### src/rtl/psum_requant_out_if.sv
// Stream bundle between the PE row chain, the requant stage and its consumer.
// The slave side is the requant block; the master side drives psums and ready.
interface psum_requant_out_if #(
    parameter int BW_IN = 19
);
    logic [BW_IN-1:0] iPsum;
    logic             iValid;
    logic             iSof;
    logic [15:0]      iBias;
    logic [3:0]       iShift;
    logic [7:0]       oData;
    logic             oValid;
    logic             iReady;
    logic             oOvf;

    modport slave (
        input  iPsum, iValid, iSof, iBias, iShift, iReady,
        output oData, oValid, oOvf
    );

    modport master (
        output iPsum, iValid, iSof, iBias, iShift, iReady,
        input  oData, oValid, oOvf
    );
endinterface

### src/rtl/psum_requant_out.sv
// Drops row warm-up columns, then bias + ReLU + rounded shift + int8 saturation.
// Results queue in a small FIFO behind a valid/ready handshake.
module psum_requant_out #(
    parameter int BW_IN      = 19,
    parameter int K          = 5,
    parameter int IMG_W      = 32,
    parameter int FIFO_DEPTH = 4
) (
    input  logic                iCLK,
    input  logic                iRSTn,
    psum_requant_out_if.slave   bus
);
    localparam int SW = BW_IN + 2;
    localparam int CW = (IMG_W > 1) ? $clog2(IMG_W) : 1;
    localparam int AW = $clog2(FIFO_DEPTH);

    logic [CW-1:0]        r_col;
    logic [CW-1:0]        w_idx;
    logic                 w_keep;
    logic signed [SW-1:0] r_sum;
    logic signed [SW-1:0] w_half;
    logic signed [SW-1:0] w_r;
    logic [3:0]           r_shift;
    logic                 r_v1;
    logic                 r_v2;
    logic [7:0]           r_q;
    logic [7:0]           w_q;
    logic [7:0]           r_mem [FIFO_DEPTH];
    logic [AW-1:0]        r_wr;
    logic [AW-1:0]        r_rd;
    logic [AW-1:0]        w_rd_nx;
    logic [AW:0]          r_cnt;
    logic [7:0]           r_data;
    logic                 r_ovf;
    logic                 w_pop;
    logic                 w_full;
    logic                 w_push;
    logic                 w_drop;

    assign w_idx  = bus.iSof ? '0 : r_col;
    assign w_keep = bus.iValid && (w_idx >= CW'(K - 1));

    always_ff @(posedge iCLK or negedge iRSTn) begin
        if (!iRSTn) begin
            r_col <= '0;
        end else if (bus.iValid) begin
            r_col <= (w_idx == CW'(IMG_W - 1)) ? '0 : w_idx + CW'(1);
        end
    end

    always_ff @(posedge iCLK or negedge iRSTn) begin
        if (!iRSTn) begin
            r_sum   <= '0;
            r_shift <= '0;
            r_v1    <= 1'b0;
        end else begin
            r_v1 <= w_keep;
            if (w_keep) begin
                r_sum   <= {{(SW-BW_IN){bus.iPsum[BW_IN-1]}}, bus.iPsum}
                         + {{(SW-16){bus.iBias[15]}}, bus.iBias};
                r_shift <= bus.iShift;
            end
        end
    end

    // Adding half an LSB before the arithmetic shift rounds half up.
    always_comb begin
        w_half = '0;
        if (r_shift != 4'd0) begin
            w_half = SW'(1) << (r_shift - 4'd1);
        end
        w_r = (r_sum + w_half) >>> r_shift;
        w_q = w_r[7:0];
        if (w_r[SW-1]) begin
            w_q = 8'd0;
        end else if (|w_r[SW-2:7]) begin
            w_q = 8'd127;
        end
    end

    always_ff @(posedge iCLK or negedge iRSTn) begin
        if (!iRSTn) begin
            r_q  <= '0;
            r_v2 <= 1'b0;
        end else begin
            r_v2 <= r_v1;
            if (r_v1) begin
                r_q <= w_q;
            end
        end
    end

    assign w_full  = (r_cnt == (AW+1)'(FIFO_DEPTH));
    assign w_pop   = (r_cnt != '0) && bus.iReady;
    assign w_push  = r_v2 && (!w_full || w_pop);
    assign w_drop  = r_v2 && w_full && !w_pop;
    assign w_rd_nx = r_rd + AW'(1);

    always_ff @(posedge iCLK or negedge iRSTn) begin
        if (!iRSTn) begin
            r_wr   <= '0;
            r_rd   <= '0;
            r_cnt  <= '0;
            r_data <= '0;
            r_ovf  <= 1'b0;
            for (int i = 0; i < FIFO_DEPTH; i++) begin
                r_mem[i] <= '0;
            end
        end else begin
            if (w_push) begin
                r_mem[r_wr] <= r_q;
                r_wr        <= r_wr + AW'(1);
            end
            if (w_pop) begin
                r_rd <= w_rd_nx;
            end
            unique case ({w_push, w_pop})
                2'b10:   r_cnt <= r_cnt + (AW+1)'(1);
                2'b01:   r_cnt <= r_cnt - (AW+1)'(1);
                default: r_cnt <= r_cnt;
            endcase
            if (w_drop) begin
                r_ovf <= 1'b1;
            end
            // Head register: holds the last popped value once the FIFO drains.
            if (w_pop) begin
                if (r_cnt > (AW+1)'(1)) begin
                    r_data <= r_mem[w_rd_nx];
                end else if (w_push) begin
                    r_data <= r_q;
                end
            end else if (w_push && (r_cnt == '0)) begin
                r_data <= r_q;
            end
        end
    end

    assign bus.oData  = r_data;
    assign bus.oValid = (r_cnt != '0);
    assign bus.oOvf   = r_ovf;
endmodule

### src/flat_wrapper.sv
// flat-port wrapper written by rule: the top's interface ports become plain ports
module psum_requant_out_flat 
#(
    parameter int BW_IN      = 19,
    parameter int K          = 5,
    parameter int IMG_W      = 32,
    parameter int FIFO_DEPTH = 4
)
  (iCLK, iRSTn, bus_iPsum, bus_iValid, bus_iSof, bus_iBias, bus_iShift, bus_iReady, bus_oData, bus_oValid, bus_oOvf);
  psum_requant_out_if #(.BW_IN(BW_IN)) bus_i ();
  input  logic iCLK;
  input  logic iRSTn;
  input wire logic [$bits(bus_i.iPsum)-1:0] bus_iPsum;
  input wire logic [$bits(bus_i.iValid)-1:0] bus_iValid;
  input wire logic [$bits(bus_i.iSof)-1:0] bus_iSof;
  input wire logic [$bits(bus_i.iBias)-1:0] bus_iBias;
  input wire logic [$bits(bus_i.iShift)-1:0] bus_iShift;
  input wire logic [$bits(bus_i.iReady)-1:0] bus_iReady;
  output wire logic [$bits(bus_i.oData)-1:0] bus_oData;
  output wire logic [$bits(bus_i.oValid)-1:0] bus_oValid;
  output wire logic [$bits(bus_i.oOvf)-1:0] bus_oOvf;
  assign bus_i.iPsum = bus_iPsum;
  assign bus_i.iValid = bus_iValid;
  assign bus_i.iSof = bus_iSof;
  assign bus_i.iBias = bus_iBias;
  assign bus_i.iShift = bus_iShift;
  assign bus_i.iReady = bus_iReady;
  assign bus_oData = bus_i.oData;
  assign bus_oValid = bus_i.oValid;
  assign bus_oOvf = bus_i.oOvf;
  psum_requant_out #(.BW_IN(BW_IN), .K(K), .IMG_W(IMG_W), .FIFO_DEPTH(FIFO_DEPTH)) u_core (.iCLK(iCLK), .iRSTn(iRSTn), .bus(bus_i));
endmodule
### config.mk
export PLATFORM = sky130hd
export DESIGN_NAME = psum_requant_out_flat
export DESIGN_NICKNAME = d
export VERILOG_FILES = /design/src/rtl/psum_requant_out_if.sv /design/src/rtl/psum_requant_out.sv /design/src/flat_wrapper.sv
export SDC_FILE = /design/constraint.sdc
export NUM_CORES = 1
export LEC_CHECK = 0
export ABC_AREA = 1
export CORE_MARGIN = 10
export CORE_UTILIZATION = 55
export CTS_BUF_LIST = sky130_fd_sc_hd__clkbuf_8
export DETAILED_ROUTE_END_ITERATION = 7
export GPL_TIMING_DRIVEN = 0
export HOLD_SLACK_MARGIN = 0.15
export PLACE_DENSITY_LB_ADDON = 0.05
export SYNTH_ARGS = -nofsm -noshare
export SYNTH_HDL_FRONTEND = slang
export SYNTH_SLANG_ARGS = --single-unit
### constraint.sdc
create_clock -name iCLK -period 3.02 [get_ports iCLK]
set_input_delay 0.906 -clock iCLK [delete_from_list [all_inputs] [get_ports iCLK]]
set_output_delay 0.906 -clock iCLK [all_outputs]
set_load 0.02 [all_outputs]
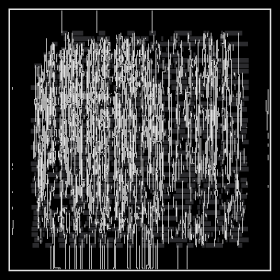
Fig. 1. M2 wires.
(2 px per µm)
nets with wire on the layer = 972
share of all routed wire = 51%
longest straight run = 51.3 µm

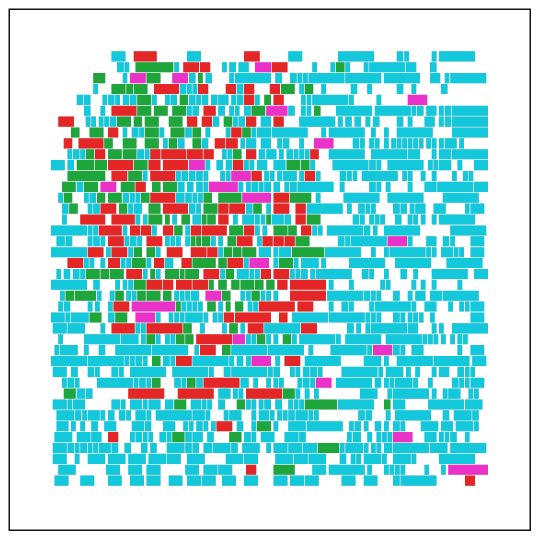
Fig. 2. Drive-strength map.
(4 px per µm)
green -> drive 2  # cells 139, share 13%, most used nand2_2
cyan -> drive 1 or less  # cells 818, share 75%, most used nand2_1
magenta -> drive 6 and up  # cells 22, share 2.0%, most used clkbuf_8
red -> drive 3 to 4  # cells 110, share 10%, most used buf_4

==> reports/metrics.csv <==
stage;metric;value;unit
run_status;status;complete, but fails checks;
run_status;violated checks;setup timing;
final_layout;most frequent cells in the layout;nand2_1 (268), inv_1 (97), dfrtp_1 (85);
timing;worst setup margin;-162;ps
clocking;Num CTS Buffers;9;
setup_path;Startpoint Class;register;
worst_hold_path;Hold Path End;u_core.r_v2;
final_layout;Non-CTS inverters;114;
clocking;CTS tree;done;
routing;Detail Route Antenna Nets;0;
routing;via total after detailed routing;6977;
routing;Pre-Repair DR Iteration Count;6;
clocking;Clock Tree Root;clkbuf_8;
place;DP Cell Count;1176;
floorplan;row count;40;
power_and_ir_drop;clock power share;9.9;%
timing;setup violators final;7;
clocking;worst-case clock buffer depth;2;
setup_path;crit path to;u_core.r_q[1];
clocking;clock tree sinks;87;
setup_path;cell family with most CP delay;simple AND/OR/NAND/NOR gates;
synthesis;XOR-XNOR Cells, Area Fraction;3.16;%
final_layout;Final Non-Filler Cells;1236;
synthesis;synthesis area per yosys;6640;µm²
power_and_ir_drop;Switching Share;49.9;%
place;IO buf count;53;
final_layout;Area Overhead vs Synth;34.2;%
synthesis;FFs w/ async S/R, synth;100;%
global_routing;pin count of the biggest net entering global routing;55;
power_and_ir_drop;Power Sequential;1970;µW
final_layout;largest cell class by area;combinational gates;
synthesis;AO/OA Area Share;13.3;%
final_layout;diode count;0;
setup_path;Reg2Reg Depth;25;
global_routing;gr busiest metal;met2;
setup_path;r2r setup slk;-160;ps
flow_run;max cap viols;0;
setup_path;slowest CP cell;dfrtp_2;
synthesis;top_reg_cell synth;dfrtp_1;
final_layout;Comb/total area;54.8;%
final_layout;register with the most flip-flops;u_core.r_mem;
power_and_ir_drop;Clock net power;832;µW
setup_path;Crit. Startpoint;u_core.r_shift[0];
timing;Slew Limit Headroom;51.0;%
synthesis;Adders+Majority by Area;9.45;%
synthesis;Synthesis Warnings;0;
routing;Initial DRC Count;560;
final_layout;Layout non-clock buf frac;11.5;%
routing;wire length on met3;905;µm
global_routing;global-route met3 utilization;3.29;%
place;Placer Congestion;0.955;
final_layout;fill count;897;
synthesis;Post-synth top cells;nand2_1 (330), inv_1 (109), nand3_1 (96);
final_layout;Final nets;1177;
final_layout;flop count;87;
timing;Tcrit/Tclk final;105;%
global_routing;first-pass GRT wire length;29600;µm
worst_hold_path;hold wc startpoint;u_core.r_v1;
synthesis;Seq share, synth;32.8;%
power_and_ir_drop;top power group;combinational logic;
place;DP Wirelength;13200;µm
timing;final hold viol count;0;
synthesis;Cell variety after synth;44;
synthesis;area share of the largest cell type after synthesis;32.8;%
synthesis;Synth flops;87;
setup_path;CP arrival;3460;ps
setup_path;FF-to-FF Start;u_core.r_shift[0];
routing;wl on met1;8010;µm
power_and_ir_drop;Worst IR Drop VDD;0.000634;V
synthesis;Syn Std Cell Area;6640;µm²
synthesis;# Cells Yosys;975;
worst_hold_path;hold path depth;0;
synthesis;area leader, netlist;dfrtp_1;
global_routing;M2 GR Usage;38.2;%
setup_path;WS Path Type;reg2reg;
final_layout;Comb gates;754;
final_layout;top flop regs;u_core.r_mem (32), u_core.r_sum (20);
synthesis;yosys simple share;33.1;%
final_layout;Final Util;74.8;%
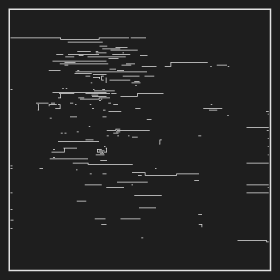
Fig. 3. Met3 routing.
(2 px per µm)
main direction = horizontal
longest straight run = 35.4 µm
share of all routed wire = 4.6%

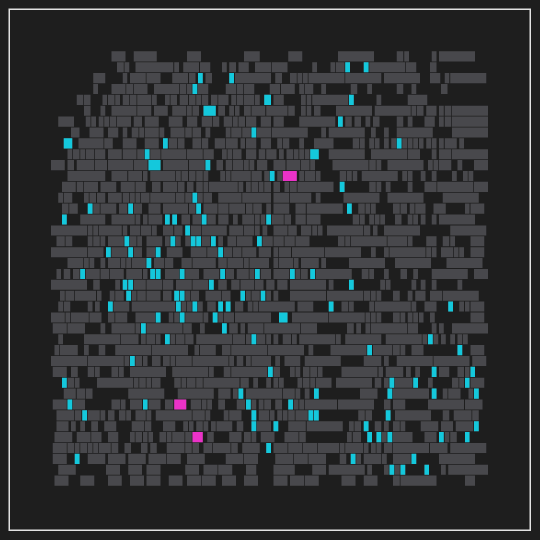
Fig. 4. Gate families picked out.
(4 px per µm)
cyan -> inverters  # cells 114
magenta -> AND-OR and OR-AND gates  # cells 3

[per-stage QoR]
stage               power, µW  instance area [µm²]  TNS (ps)  hold slack [ps]  setup slack [ps]
CTS                      7290                 8130     -31.9              410             -27.0
detailed placement       5720                 7380     -4930              404              -656
finish                   8440                 8910      -999              412              -162
global placement         5690                 7360   -189030              404             -2130
floorplan                4740                 6640         0              374              28.9
global route             9070                 8910     -1970              425              -297
[repair_timing]
item                       CTS  global route
gates cloned                 0             0
setup endpoints to repair    8             8
pin swaps                   35            93
resized                     87           176
hold buffers                 0             0
buffers inserted            30            16
Power and IR drop assume default switching activity.
